Fig. 1: signal wires by layer
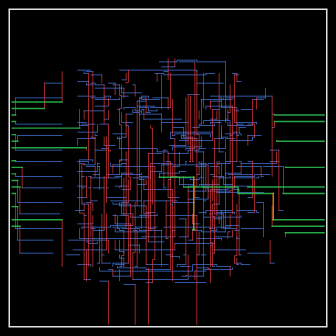
Fig. 2: placement density heat map
The die is cut into 7 by 7 equal tiles; white is low, dark blue is high, 0 to 100% covered.
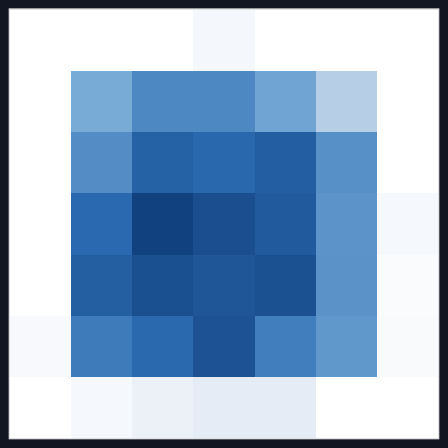
Fig. 3: selected gate families
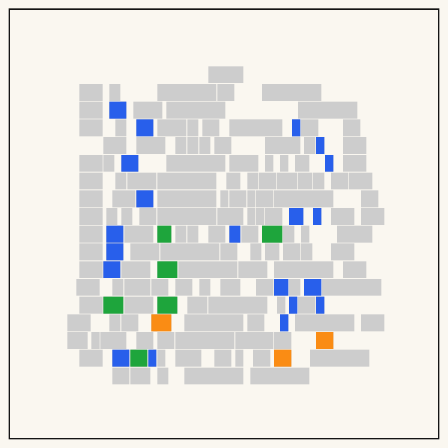
<file path="src/rtl/adder_arbiter_2req_pkg.sv">
// Shared definitions for the two-requester adder arbiter.
//   state_e     : controller states (IDLE, CALC, RESP)
//   WIDTH       : operand/sum width, fixed by the shared half_adder_4_bit
//   REQ0 / REQ1 : requester IDs as they appear on rsp_id
package adder_arb_pkg;

    localparam int unsigned WIDTH = 4;

    typedef enum logic [1:0] {
        IDLE = 2'd0,
        CALC = 2'd1,
        RESP = 2'd2
    } state_e;

    localparam logic REQ0 = 1'b0;
    localparam logic REQ1 = 1'b1;

endpackage

</file>
<file path="src/rtl/adder_arbiter_2req_if.sv">
// Handshake bundle between two operand producers, one response consumer and the arbiter.
//   req0_*/req1_* : operand channels (valid/ready, operands a and b)
//   rsp_*         : response channel (valid/ready, id, sum, carry)
// Modports:
//   slave  : the arbiter side (accepts operands, produces responses)
//   master : the producer/consumer side
interface adder_arbiter_2req_if;
    import adder_arb_pkg::*;

    logic             req0_valid;
    logic             req0_ready;
    logic [WIDTH-1:0] req0_a;
    logic [WIDTH-1:0] req0_b;

    logic             req1_valid;
    logic             req1_ready;
    logic [WIDTH-1:0] req1_a;
    logic [WIDTH-1:0] req1_b;

    logic             rsp_valid;
    logic             rsp_ready;
    logic             rsp_id;
    logic [WIDTH-1:0] rsp_sum;
    logic             rsp_carry;

    modport slave (
        input  req0_valid, req0_a, req0_b,
        output req0_ready,
        input  req1_valid, req1_a, req1_b,
        output req1_ready,
        output rsp_valid, rsp_id, rsp_sum, rsp_carry,
        input  rsp_ready
    );

    modport master (
        output req0_valid, req0_a, req0_b,
        input  req0_ready,
        output req1_valid, req1_a, req1_b,
        input  req1_ready,
        input  rsp_valid, rsp_id, rsp_sum, rsp_carry,
        output rsp_ready
    );

endinterface

</file>
<file path="src/rtl/half_adder_4_bit.sv">
// Shared 4-bit datapath: unsigned add without carry-in.
//   a, b : operands
//   s    : (a + b) mod 16
//   c    : carry out (bit 4 of a + b)
module half_adder_4_bit (
    input  logic [3:0] a,
    input  logic [3:0] b,
    output logic [3:0] s,
    output logic       c
);

    assign {c, s} = {1'b0, a} + {1'b0, b};

endmodule

</file>
<file path="src/rtl/adder_arbiter_2req.sv">
// Round-robin arbiter sharing one half_adder_4_bit between two requesters.
//   clk : rising-edge clock
//   rst : asynchronous active-high reset
//   bus : adder_arbiter_2req_if.slave (two operand channels, one response channel)
// A transaction is IDLE (handshake) -> CALC (adder evaluates latched operands) -> RESP
// (registered response held until rsp_ready).
module adder_arbiter_2req
    import adder_arb_pkg::*;
#(
    parameter int unsigned WIDTH = adder_arb_pkg::WIDTH
) (
    input  logic                 clk,
    input  logic                 rst,
    adder_arbiter_2req_if.slave  bus
);

    if (WIDTH != 4) begin : g_width_check
        $error("adder_arbiter_2req: WIDTH must be 4 to match half_adder_4_bit");
    end

    state_e     state_q;
    logic       rr_ptr_q;
    logic       gnt_id_q;
    logic [3:0] op_a_q;
    logic [3:0] op_b_q;
    logic       rsp_valid_q;
    logic       rsp_id_q;
    logic [3:0] rsp_sum_q;
    logic       rsp_carry_q;

    logic       gnt_id;
    logic       accept;
    logic [3:0] add_s;
    logic       add_c;

    // Contention goes to rr_ptr; otherwise whoever is valid (req1 only if it is alone).
    // Ready is held low during reset so nothing is accepted while rst is high.
    always_comb begin
        gnt_id         = (bus.req0_valid && bus.req1_valid) ? rr_ptr_q : bus.req1_valid;
        bus.req0_ready = !rst && (state_q == IDLE) && bus.req0_valid && (gnt_id == REQ0);
        bus.req1_ready = !rst && (state_q == IDLE) && bus.req1_valid && (gnt_id == REQ1);
        accept         = bus.req0_ready || bus.req1_ready;
    end

    half_adder_4_bit u_adder (
        .a (op_a_q),
        .b (op_b_q),
        .s (add_s),
        .c (add_c)
    );

    always_ff @(posedge clk or posedge rst) begin
        if (rst) begin
            state_q     <= IDLE;
            rr_ptr_q    <= REQ0;
            gnt_id_q    <= REQ0;
            op_a_q      <= '0;
            op_b_q      <= '0;
            rsp_valid_q <= 1'b0;
            rsp_id_q    <= 1'b0;
            rsp_sum_q   <= '0;
            rsp_carry_q <= 1'b0;
        end else begin
            case (state_q)
                IDLE: begin
                    if (accept) begin
                        op_a_q   <= (gnt_id == REQ1) ? bus.req1_a : bus.req0_a;
                        op_b_q   <= (gnt_id == REQ1) ? bus.req1_b : bus.req0_b;
                        gnt_id_q <= gnt_id;
                        state_q  <= CALC;
                    end
                end
                CALC: begin
                    rsp_sum_q   <= add_s;
                    rsp_carry_q <= add_c;
                    rsp_id_q    <= gnt_id_q;
                    rsp_valid_q <= 1'b1;
                    // The requester just served loses priority on the next tie.
                    rr_ptr_q    <= ~gnt_id_q;
                    state_q     <= RESP;
                end
                RESP: begin
                    if (bus.rsp_ready) begin
                        // Response fields return to 0 so idle outputs are all-zero.
                        rsp_valid_q <= 1'b0;
                        rsp_id_q    <= 1'b0;
                        rsp_sum_q   <= '0;
                        rsp_carry_q <= 1'b0;
                        state_q     <= IDLE;
                    end
                end
                default: begin
                    state_q <= IDLE;
                end
            endcase
        end
    end

    assign bus.rsp_valid = rsp_valid_q;
    assign bus.rsp_id    = rsp_id_q;
    assign bus.rsp_sum   = rsp_sum_q;
    assign bus.rsp_carry = rsp_carry_q;

endmodule

</file>
<file path="src/flat_wrapper.sv">
// flat-port wrapper written by rule: the top's interface ports become plain ports
module adder_arbiter_2req_flat import adder_arb_pkg::*;
#(
    parameter int unsigned WIDTH = adder_arb_pkg::WIDTH
)
  (clk, rst, bus_req0_valid, bus_req0_a, bus_req0_b, bus_req0_ready, bus_req1_valid, bus_req1_a, bus_req1_b, bus_req1_ready, bus_rsp_valid, bus_rsp_id, bus_rsp_sum, bus_rsp_carry, bus_rsp_ready);
  adder_arbiter_2req_if bus_i ();
  input  logic clk;
  input  logic rst;
  input wire logic [$bits(bus_i.req0_valid)-1:0] bus_req0_valid;
  input wire logic [$bits(bus_i.req0_a)-1:0] bus_req0_a;
  input wire logic [$bits(bus_i.req0_b)-1:0] bus_req0_b;
  output wire logic [$bits(bus_i.req0_ready)-1:0] bus_req0_ready;
  input wire logic [$bits(bus_i.req1_valid)-1:0] bus_req1_valid;
  input wire logic [$bits(bus_i.req1_a)-1:0] bus_req1_a;
  input wire logic [$bits(bus_i.req1_b)-1:0] bus_req1_b;
  output wire logic [$bits(bus_i.req1_ready)-1:0] bus_req1_ready;
  output wire logic [$bits(bus_i.rsp_valid)-1:0] bus_rsp_valid;
  output wire logic [$bits(bus_i.rsp_id)-1:0] bus_rsp_id;
  output wire logic [$bits(bus_i.rsp_sum)-1:0] bus_rsp_sum;
  output wire logic [$bits(bus_i.rsp_carry)-1:0] bus_rsp_carry;
  input wire logic [$bits(bus_i.rsp_ready)-1:0] bus_rsp_ready;
  assign bus_i.req0_valid = bus_req0_valid;
  assign bus_i.req0_a = bus_req0_a;
  assign bus_i.req0_b = bus_req0_b;
  assign bus_req0_ready = bus_i.req0_ready;
  assign bus_i.req1_valid = bus_req1_valid;
  assign bus_i.req1_a = bus_req1_a;
  assign bus_i.req1_b = bus_req1_b;
  assign bus_req1_ready = bus_i.req1_ready;
  assign bus_rsp_valid = bus_i.rsp_valid;
  assign bus_rsp_id = bus_i.rsp_id;
  assign bus_rsp_sum = bus_i.rsp_sum;
  assign bus_rsp_carry = bus_i.rsp_carry;
  assign bus_i.rsp_ready = bus_rsp_ready;
  adder_arbiter_2req #(.WIDTH(WIDTH)) u_core (.clk(clk), .rst(rst), .bus(bus_i));
endmodule
</file>
<file path="config.mk">
export PLATFORM = sky130hd
export DESIGN_NAME = adder_arbiter_2req_flat
export DESIGN_NICKNAME = d
export VERILOG_FILES = /design/src/rtl/adder_arbiter_2req_pkg.sv /design/src/rtl/adder_arbiter_2req_if.sv /design/src/rtl/half_adder_4_bit.sv /design/src/rtl/adder_arbiter_2req.sv /design/src/flat_wrapper.sv
export SDC_FILE = /design/constraint.sdc
export NUM_CORES = 1
export LEC_CHECK = 0
export CAP_MARGIN = 25
export CORE_MARGIN = 8
export CORE_UTILIZATION = 45
export CTS_BUF_LIST = sky130_fd_sc_hd__clkbuf_2 sky130_fd_sc_hd__clkbuf_4 sky130_fd_sc_hd__clkbuf_8
export CTS_CLUSTER_SIZE = 25
export DETAILED_ROUTE_END_ITERATION = 10
export PLACE_DENSITY = 0.76
export SLEW_MARGIN = 20
export SYNTH_ARGS = -nofsm -noshare
export SYNTH_HDL_FRONTEND = slang
export SYNTH_SLANG_ARGS = --single-unit
</file>
<file path="constraint.sdc">
create_clock -name clk -period 1.4 [get_ports clk]
set_input_delay 0.42 -clock clk [delete_from_list [all_inputs] [get_ports clk]]
set_output_delay 0.42 -clock clk [all_outputs]
set_load 0.01 [all_outputs]
</file>
==> git commit body <==
Record implementation results from latest flow run

* Status: finished with violations
* Violated checks: setup timing
* Switching power: ~1.1 mW
- Measured on the final layout, buffering overhead outside the clock network stands at roughly 28%.
- Along the critical path, the tally of buffer and inverter instances is 2.
- Count of clock tree sinks: 19
- Clock tree buffer count of the final layout: 4
- Highest cell delay on the worst timing path: roughly 420 ps
* Post-synth tally of flip-flops with integrated enable: 0
- Share of cells above drive strength 1: a little under a third
- The critical path's slowest stage uses the library cell sky130_fd_sc_hd__dfrtp_1.
- The type recorded for the worst min-delay path is in2async.
- In this run the worst setup path terminates at bus_req1_ready.
* Ant. Diodes: 0
* Final sequential cell count: 19
- OpenSTA lists the critical path startpoint as u_core.state_q[0].
- Highest-utilization routing layer at the global route stage: met2
- Per the TritonCTS log, the buffer count is 3.
* # setup viols final: 4
* Area leader share: about 43%
- For this block, the initial DRC count from the detailed router was 9.
* Pins over their slew limit: 0
- The initial antenna violation count was 0.
- Post-synthesis chip area from yosys: 1110 µm²
* Most frequent cells after synthesis: sky130_fd_sc_hd__dfrtp_1 (19), sky130_fd_sc_hd__a21oi_1 (11), sky130_fd_sc_hd__o21ai_0 (11)
- Flop share of the area: approximately 29%
- Via count of the first global-routing pass: 983
- Yosys warning tally: 0
- Counting tap cells, the placed design contains a total of 178 instances.
- Count of buffers inserted at the top-level ports: 29
* Chip Height: between 60 and 70 µm
- Post-synthesis sequential element count: 19
* Chip footprint: between 4000 and 5000 µm²
* Setup repair after global routing missed its margin: true
- Synth-to-Final Area Change: 49.0%
* Dominant kind of combinational cell: AND-OR/OR-AND gates
- Area of the mapped netlist: approximately 1100 µm²
* Total routed wire length on the met1 layer: 1.12 mm
- Yosys cell count: about 110
- For this run, global-route usage on met2 was measured as between 20% and 30%.
- Worst setup timing slack at the placement stage: -905 ps
- Biggest area consumer among synthesized cells: sky130_fd_sc_hd__dfrtp_1
- CP cell instances: nor3_4 > buf_6 > and2_4 > buf_6
- Overflow after GRT: 0
- Per the timing report, the achievable frequency comes out to ~0.58 GHz.
- Crit path max-delay family: flip-flops
* Maximum VDD drop: 1040 µV
- Routability Congestion: about 0.77
* Number of distinct library cells after synthesis: 30
- After layout, the worst setup slack is -312 ps.
- Number of logic inverters in the finished layout: 7
- Subtracting the final worst setup slack from the clock period gives 1710 ps.
* First-pass GRT wire length: roughly 4.3 mm
- Clock buffer and inverter area fraction after layout: under 10%
- Wire length on met3: 189 µm
- Clock input transition at the sequential cells of the worst setup and hold paths: 100 ps
- For reference, the final report shows the hold violation count at 0.
* Synth Flop Type: sky130_fd_sc_hd__dfrtp_1
- TritonCTS built the clock tree.
- Top Layout Cells: sky130_fd_sc_hd__buf_4 (22), sky130_fd_sc_hd__dfrtp_1 (19), sky130_fd_sc_hd__clkdlybuf4s50_1 (17), sky130_fd_sc_hd__a21oi_1 (10), sky130_fd_sc_hd__nand3b_1 (9)
- Per the slew report, the remaining headroom to the max-slew limit stands at ~84%.
- Grt met3 use: 4.08%
* Combinational group power: around 1.7 mW
- Multi-input combinational cell count: ~80
* Maximum number of pins on one net before global-route repair: 20
- Crit path launch type: flop
- Synthesized net count: ~140
* Sequential Power Share: between 30% and 40%
- STA classifies the critical path endpoint as an output port.
- In this run the clock root is driven by a sky130_fd_sc_hd__clkbuf_4.
* Footprint of the multi-input gates: 616 µm²
- Required @ worst endpoint: 980 ps
- The final timing summary puts the cycle share of the worst path at 122%.
- Heaviest power group: combinational logic
* Final hold slack: between 300 and 400 ps
- The clock arrives with ~0.82 ps of skew.
* Cell count of the worst reg-to-reg path: 6
- The flow reports that combinational logic draws approximately 57% of the design power.
* Detailed placement HPWL: 2.02 mm
* Synthesized-area fraction occupied by xor and xnor cells: less than 1%
- Arrival time of data at the critical path endpoint: between 1000 and 1500 ps
- The clock network accounts for 10.1% of the total power.
- For reference, the top cells by area after synthesis are sky130_fd_sc_hd__dfrtp_1 (43%), sky130_fd_sc_hd__a31oi_2 (9.0%), sky130_fd_sc_hd__nand3b_1 (6.1%).
- Reported leakage power: a little over 0.7 nW
- Mux share of post-synthesis cell area: 0%
* Total met2 wirelength after detailed routing: about 1.3 mm
- In the log, the iteration count for the first detailed-route pass is 3.
- The floorplan has 18 rows.
- For reference, compound AND-OR and OR-AND cells occupy 25.1% of the area reported after synthesis.
- Met1 usage: roughly an eighth
* Maximum buffer depth of the clock tree: 2
* Well-Tap Cells: 30
- For the worst reg-to-reg path, the endpoint reported by OpenROAD is u_core.bus.rsp_carry.
- The switching portion of total power comes to a little over a third.
* Final antenna-violating net count: 0
* Seq/Total Area, Yosys: between 40 and 50%
- Sequential Power: between 0.9 and 1 mW
- Number of H-tree branching levels: 1
- Cell resize tally after clock tree synthesis: 31
- The most numerous cell type found on the critical path is sky130_fd_sc_hd__buf_6.
- Counting flops with an async set or reset pin after synthesis yields a share of 100%.
- Clock insertion delay at the later pin of the skew report: a little under 300 ps
- In this run the register-to-register setup slack is -80 ps.
- Maximum fanout count along the critical path: 2
- All stages included, the depth of the critical timing path comes to 4.
- Worst Tran Pin Value: around 240 ps
- The script parses the final routing iteration and logs DRC violations as 0.
- The finished design was reported to have a net count of around 190.
- After technology mapping, the gate count stands at around 110.
- Setup repair bufs after CTS: 7
* Clk pwr: between 0.2 and 0.3 mW
- Cell-internal power: between 1.5 and 2 mW
- In this run the count of I/O pins placed on the die edge is 30.
- Cell type taking the most area: multi-input combinational cells
* Fillers: 201
* Simple-gate area share of the yosys netlist: ~18%
* Number of maximum-capacitance violations: 0
- The layout report lists the combined flip-flop and latch area as 475 µm².
- For reference, the most critical setup path is categorized as reg2out.
- In this run the critical register-to-register path is launched from u_core.op_a_q[0].
## Picture notes: Fig. 1
| colour | layer | wire length |
|---|---|---|
| blue | M1 | 1120 µm |
| orange | M4 | 16.3 µm |
| green | M3 | 189 µm |
| red | M2 | 1310 µm |
Overall Global Routing Usage: 12.1%
via count: 1004
routed wire length: 2.64 mm
routed len/inst: 13.7 µm

## Picture notes: Fig. 2
mean over tiles: 38%
tiles over 75% full: 27%
densest ninth of the die: centre
fullest tile: 93%
area of the placeable core: 2410 µm²
effective utilization at floorplan: 46.1%
Final Core Density: 68.7%

## Picture notes: Fig. 3
| colour | family | cells |
|---|---|---|
| blue | nand cells | 20 |
| green | and/or cells | 6 |
| orange | non-inverting ao/oa cells | 3 |
most common cell after layout, fill and taps aside: sky130_fd_sc_hd__buf_4
share of cell area taken by multi-input logic gates: 37.2%
number of non-filler instances in the completed layout: 193

==> metrics by stage <==
stage / area, µm² / setup TNS [ps] / power [mW]
final: 1660 / -697 / 2.92
after global routing: 1660 / -975 / 3.12
after CTS: 1600 / -743 / 2.79
after detailed placement: 1500 / -5630 / 2.39
after global placement: 1500 / -5020 / 2.31
after floorplan: 1130 / -6.78 / 1.80
==> flip-flops by register name, summed over array words and instances, names as in the netlist <==
register / count
u_core.gnt_id_q: 1
u_core.bus.rsp_sum: 4
u_core.bus.rsp_valid: 1
u_core.bus.rsp_carry: 1
u_core.rr_ptr_q: 1
u_core.bus.rsp_id: 1
u_core.op_a_q: 4
u_core.op_b_q: 4
u_core.state_q: 2
Power and IR drop assume default switching activity.
